==> src/rtl/flush_ctrl.sv <==
`timescale 1ns/1ps
`default_nettype none
// ============================================================================
//  Module   : flush_ctrl
//  Purpose  : Branch/jump flush controller at the execute stage. Decodes the
//             resolving opcode and the ALU compare flags to decide whether a
//             control transfer is taken. For a taken transfer it drives a
//             registered, multi-cycle, per-stage flush vector and a
//             one-cycle PC redirect pulse. A transfer that resolves while the
//             pipeline is stalled is deferred until the stall clears.
//  Ports    : clock, reset (sync, active-low)
//             ex_valid, opcode[OPW], isNotEqual, isLessThan, stall  (in)
//             flush[STAGES], redirect, busy, flush_count[16]         (out)
//  Params   : OPW (opcode width), STAGES (1..8), HOLD (1..15)
//  Options  : FLUSH_CTRL_STATS_EN - builds the saturating taken-transfer
//             counter; when undefined, flush_count is tied to zero.
//  Revision : 1.0 - initial release
// ============================================================================
module flush_ctrl #(
    parameter int OPW    = 5,
    parameter int STAGES = 2,
    parameter int HOLD   = 1
) (
    input  logic              clock,
    input  logic              reset,
    input  logic              ex_valid,
    input  logic [OPW-1:0]    opcode,
    input  logic              isNotEqual,
    input  logic              isLessThan,
    input  logic              stall,
    output logic [STAGES-1:0] flush,
    output logic              redirect,
    output logic              busy,
    output logic [15:0]       flush_count
);

    typedef enum logic [1:0] {
        ST_IDLE    = 2'd0,
        ST_PENDING = 2'd1,
        ST_FLUSH   = 2'd2
    } state_t;

    localparam logic [3:0] HOLD_LD = 4'(HOLD);

    // ------------------------------------------------------------------
    // Opcode normalisation: only the low five bits carry the encoding,
    // and any set upper bit makes the opcode unrecognised.
    // ------------------------------------------------------------------
    logic [4:0] op5;
    logic       upper_zero;

    generate
        if (OPW > 5) begin : g_op_wide
            assign op5        = opcode[4:0];
            assign upper_zero = ~|opcode[OPW-1:5];
        end else if (OPW == 5) begin : g_op_exact
            assign op5        = opcode;
            assign upper_zero = 1'b1;
        end else begin : g_op_narrow
            assign op5        = {{(5-OPW){1'b0}}, opcode};
            assign upper_zero = 1'b1;
        end
    endgenerate

    logic taken_raw;
    logic req;

    always_comb begin
        taken_raw = 1'b0;
        case (op5)
            5'b00001, 5'b00011, 5'b00100: taken_raw = 1'b1;       // j, jal, jr
            5'b00010:                     taken_raw = isNotEqual; // bne
            5'b00110:                     taken_raw = isLessThan; // blt
            5'b10110:                     taken_raw = isNotEqual; // bex
            default:                      taken_raw = 1'b0;
        endcase
    end

    assign req = ex_valid & upper_zero & taken_raw;

    // ------------------------------------------------------------------
    // Control FSM. All outputs are computed as next-state values and
    // registered, so nothing reaches a port combinationally.
    // ------------------------------------------------------------------
    state_t            state_q, state_d;
    logic [3:0]        hold_q, hold_d;
    logic [STAGES-1:0] flush_q, flush_d;
    logic              redirect_q, redirect_d;
    logic              busy_q, busy_d;

    always_comb begin
        state_d    = state_q;
        hold_d     = hold_q;
        flush_d    = '0;
        redirect_d = 1'b0;
        busy_d     = 1'b0;
        case (state_q)
            ST_IDLE: begin
                if (req) begin
                    busy_d = 1'b1;
                    if (stall) begin
                        state_d = ST_PENDING;
                    end else begin
                        state_d    = ST_FLUSH;
                        hold_d     = HOLD_LD;
                        flush_d    = '1;
                        redirect_d = 1'b1;
                    end
                end
            end
            ST_PENDING: begin
                // The deferred transfer is already committed; new inputs
                // are not looked at until it launches.
                busy_d = 1'b1;
                if (!stall) begin
                    state_d    = ST_FLUSH;
                    hold_d     = HOLD_LD;
                    flush_d    = '1;
                    redirect_d = 1'b1;
                end
            end
            ST_FLUSH: begin
                // Requests seen here come from wrong-path instructions
                // that are themselves being squashed, so they are dropped.
                flush_d = '1;
                busy_d  = 1'b1;
                if (!stall) begin
                    if (hold_q <= 4'd1) begin
                        state_d = ST_IDLE;
                        hold_d  = 4'd0;
                        flush_d = '0;
                        busy_d  = 1'b0;
                    end else begin
                        hold_d = hold_q - 4'd1;
                    end
                end
            end
            default: begin
                state_d = ST_IDLE;
                hold_d  = 4'd0;
            end
        endcase
    end

    always_ff @(posedge clock) begin
        if (!reset) begin
            state_q    <= ST_IDLE;
            hold_q     <= 4'd0;
            flush_q    <= '0;
            redirect_q <= 1'b0;
            busy_q     <= 1'b0;
        end else begin
            state_q    <= state_d;
            hold_q     <= hold_d;
            flush_q    <= flush_d;
            redirect_q <= redirect_d;
            busy_q     <= busy_d;
        end
    end

    assign flush    = flush_q;
    assign redirect = redirect_q;
    assign busy     = busy_q;

`ifdef FLUSH_CTRL_STATS_EN
    // Counts on the same edge that registers the redirect pulse, so the
    // count already includes a transfer in the cycle its redirect shows.
    logic [15:0] count_q;

    always_ff @(posedge clock) begin
        if (!reset) begin
            count_q <= 16'h0000;
        end else if (redirect_d && (count_q != 16'hFFFF)) begin
            count_q <= count_q + 16'd1;
        end
    end

    assign flush_count = count_q;
`else
    assign flush_count = 16'h0000;
`endif

endmodule
`default_nettype wire

==> config.mk <==
export PLATFORM = sky130hd
export DESIGN_NAME = flush_ctrl
export DESIGN_NICKNAME = d
export VERILOG_FILES = /design/src/rtl/flush_ctrl.sv
export SDC_FILE = /design/constraint.sdc
export NUM_CORES = 1
export LEC_CHECK = 0
export CAP_MARGIN = 10
export CORE_ASPECT_RATIO = 1.2
export CORE_MARGIN = 2
export CORE_UTILIZATION = 39
export CTS_CLUSTER_SIZE = 14
export DETAILED_ROUTE_END_ITERATION = 8
export PLACE_DENSITY_LB_ADDON = 0.1
export SYNTH_ARGS = -nofsm -noshare
export SYNTH_HDL_FRONTEND = slang
export SYNTH_SLANG_ARGS = --single-unit
==> constraint.sdc <==
create_clock -name clock -period 1.9 [get_ports clock]
set_input_delay 0.38 -clock clock [delete_from_list [all_inputs] [get_ports clock]]
set_output_delay 0.38 -clock clock [all_outputs]
set_load 0.02 [all_outputs]
==> images/congestion_map.png <==
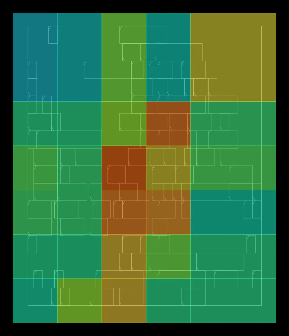
M3 GR Usage: 0.0274
wire length per cell: 9.89 um
GR peak layer: met2
M1 GR Usage: 0.156
routing usage on met2: 0.197

==> images/m1.png <==
Scale: 10 px per um.
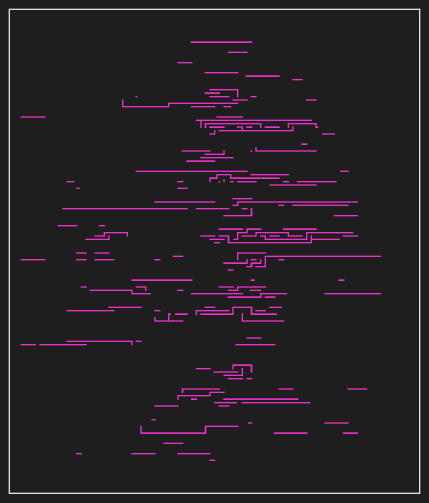
wire length on this layer: 431 um
main direction: horizontal
longest straight run: 12.4 um

==> images/sizing.png <==
Scale: 8 px per um.
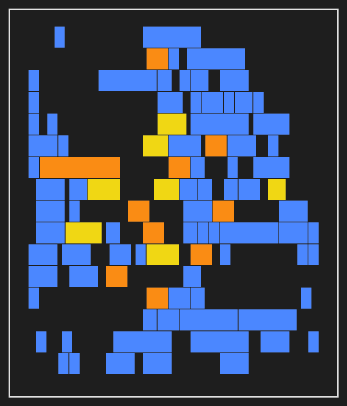
| size | color | cells | most used |
|---|---|---|---|
| x2 | yellow | 7 | a21oi_2 |
| x1 and smaller | blue | 77 | conb_1 |
| x3 and x4 | orange | 10 | buf_4 |
post-route cell area: 800 sq um
P&R area growth vs syn: 25.5%

==> summary.txt <==
status: completed
clock buffer count: 4
register area share after synthesis: 0.283
reg2reg start: hold_q[0]
Final min period: 1.73 ns
CTS buffer count: 3
met1 wire length: 431 um
first-pass GRT wire length: 1660 um
Pwr Total: 0.449 mW
Syn Inst Count: 72
Port-buffer cells: 14
chip height: 48.3 um
Iteration-0 DRC Markers: 8
chip area: 1970 sq um
CP endpoint: hold_q[2]
max-cap violations: 0
diodes inserted: 0
CP Capture Type: flip-flop
Compound-Gate Fraction of Synth Area: 0.234
R2R setup slack: 0.17 ns
Hold Fails Final Rpt: 0
routed wl met3: 91 um
ys flops: 9
DR pass1 iterations: 4
post-placement cell area: 773 sq um
CTS tree: done
Comb power frac: 0.235
Worst Hold Path EP: hold_q[1]
CP peak stage delay: 0.39 ns
clk tree area frac: 0.0329
Cell Rows: 16
Data buffer area share: 0.232
Top cell area share: 0.283
syn_area_per_cell: 8.85 sq um
critical path class: reg2reg
final-report setup violation count: 0
[state kept, by name, summed over array words and instances, names as in the netlist]
| register | count |
|---|---|
| flush | 1 |
| hold_q | 4 |
| busy | 1 |
| state_q | 2 |
| redirect | 1 |
[metrics by stage]
step	hold slack, ns	instances	utilization	setup TNS [ns]	setup slack [ns]
finish	0.470	112	0.506	0	0.170
floorplan	0.447	87	-	0	0.365
global route	0.497	112	0.506	0	0.0803
global placement	0.471	108	0.489	-0.170	-0.0533
CTS	0.477	112	0.506	0	0.166
detailed placement	0.470	108	0.489	-0.281	-0.0722
[layer usage]
layer	up-vias	track usage
met4	0	0.140
met2	29	0.197
li1	263	-
met1	232	0.156
met5	-	0
met3	4	0.0274
No activity file was given, so power comes from the tool's default toggle rates.
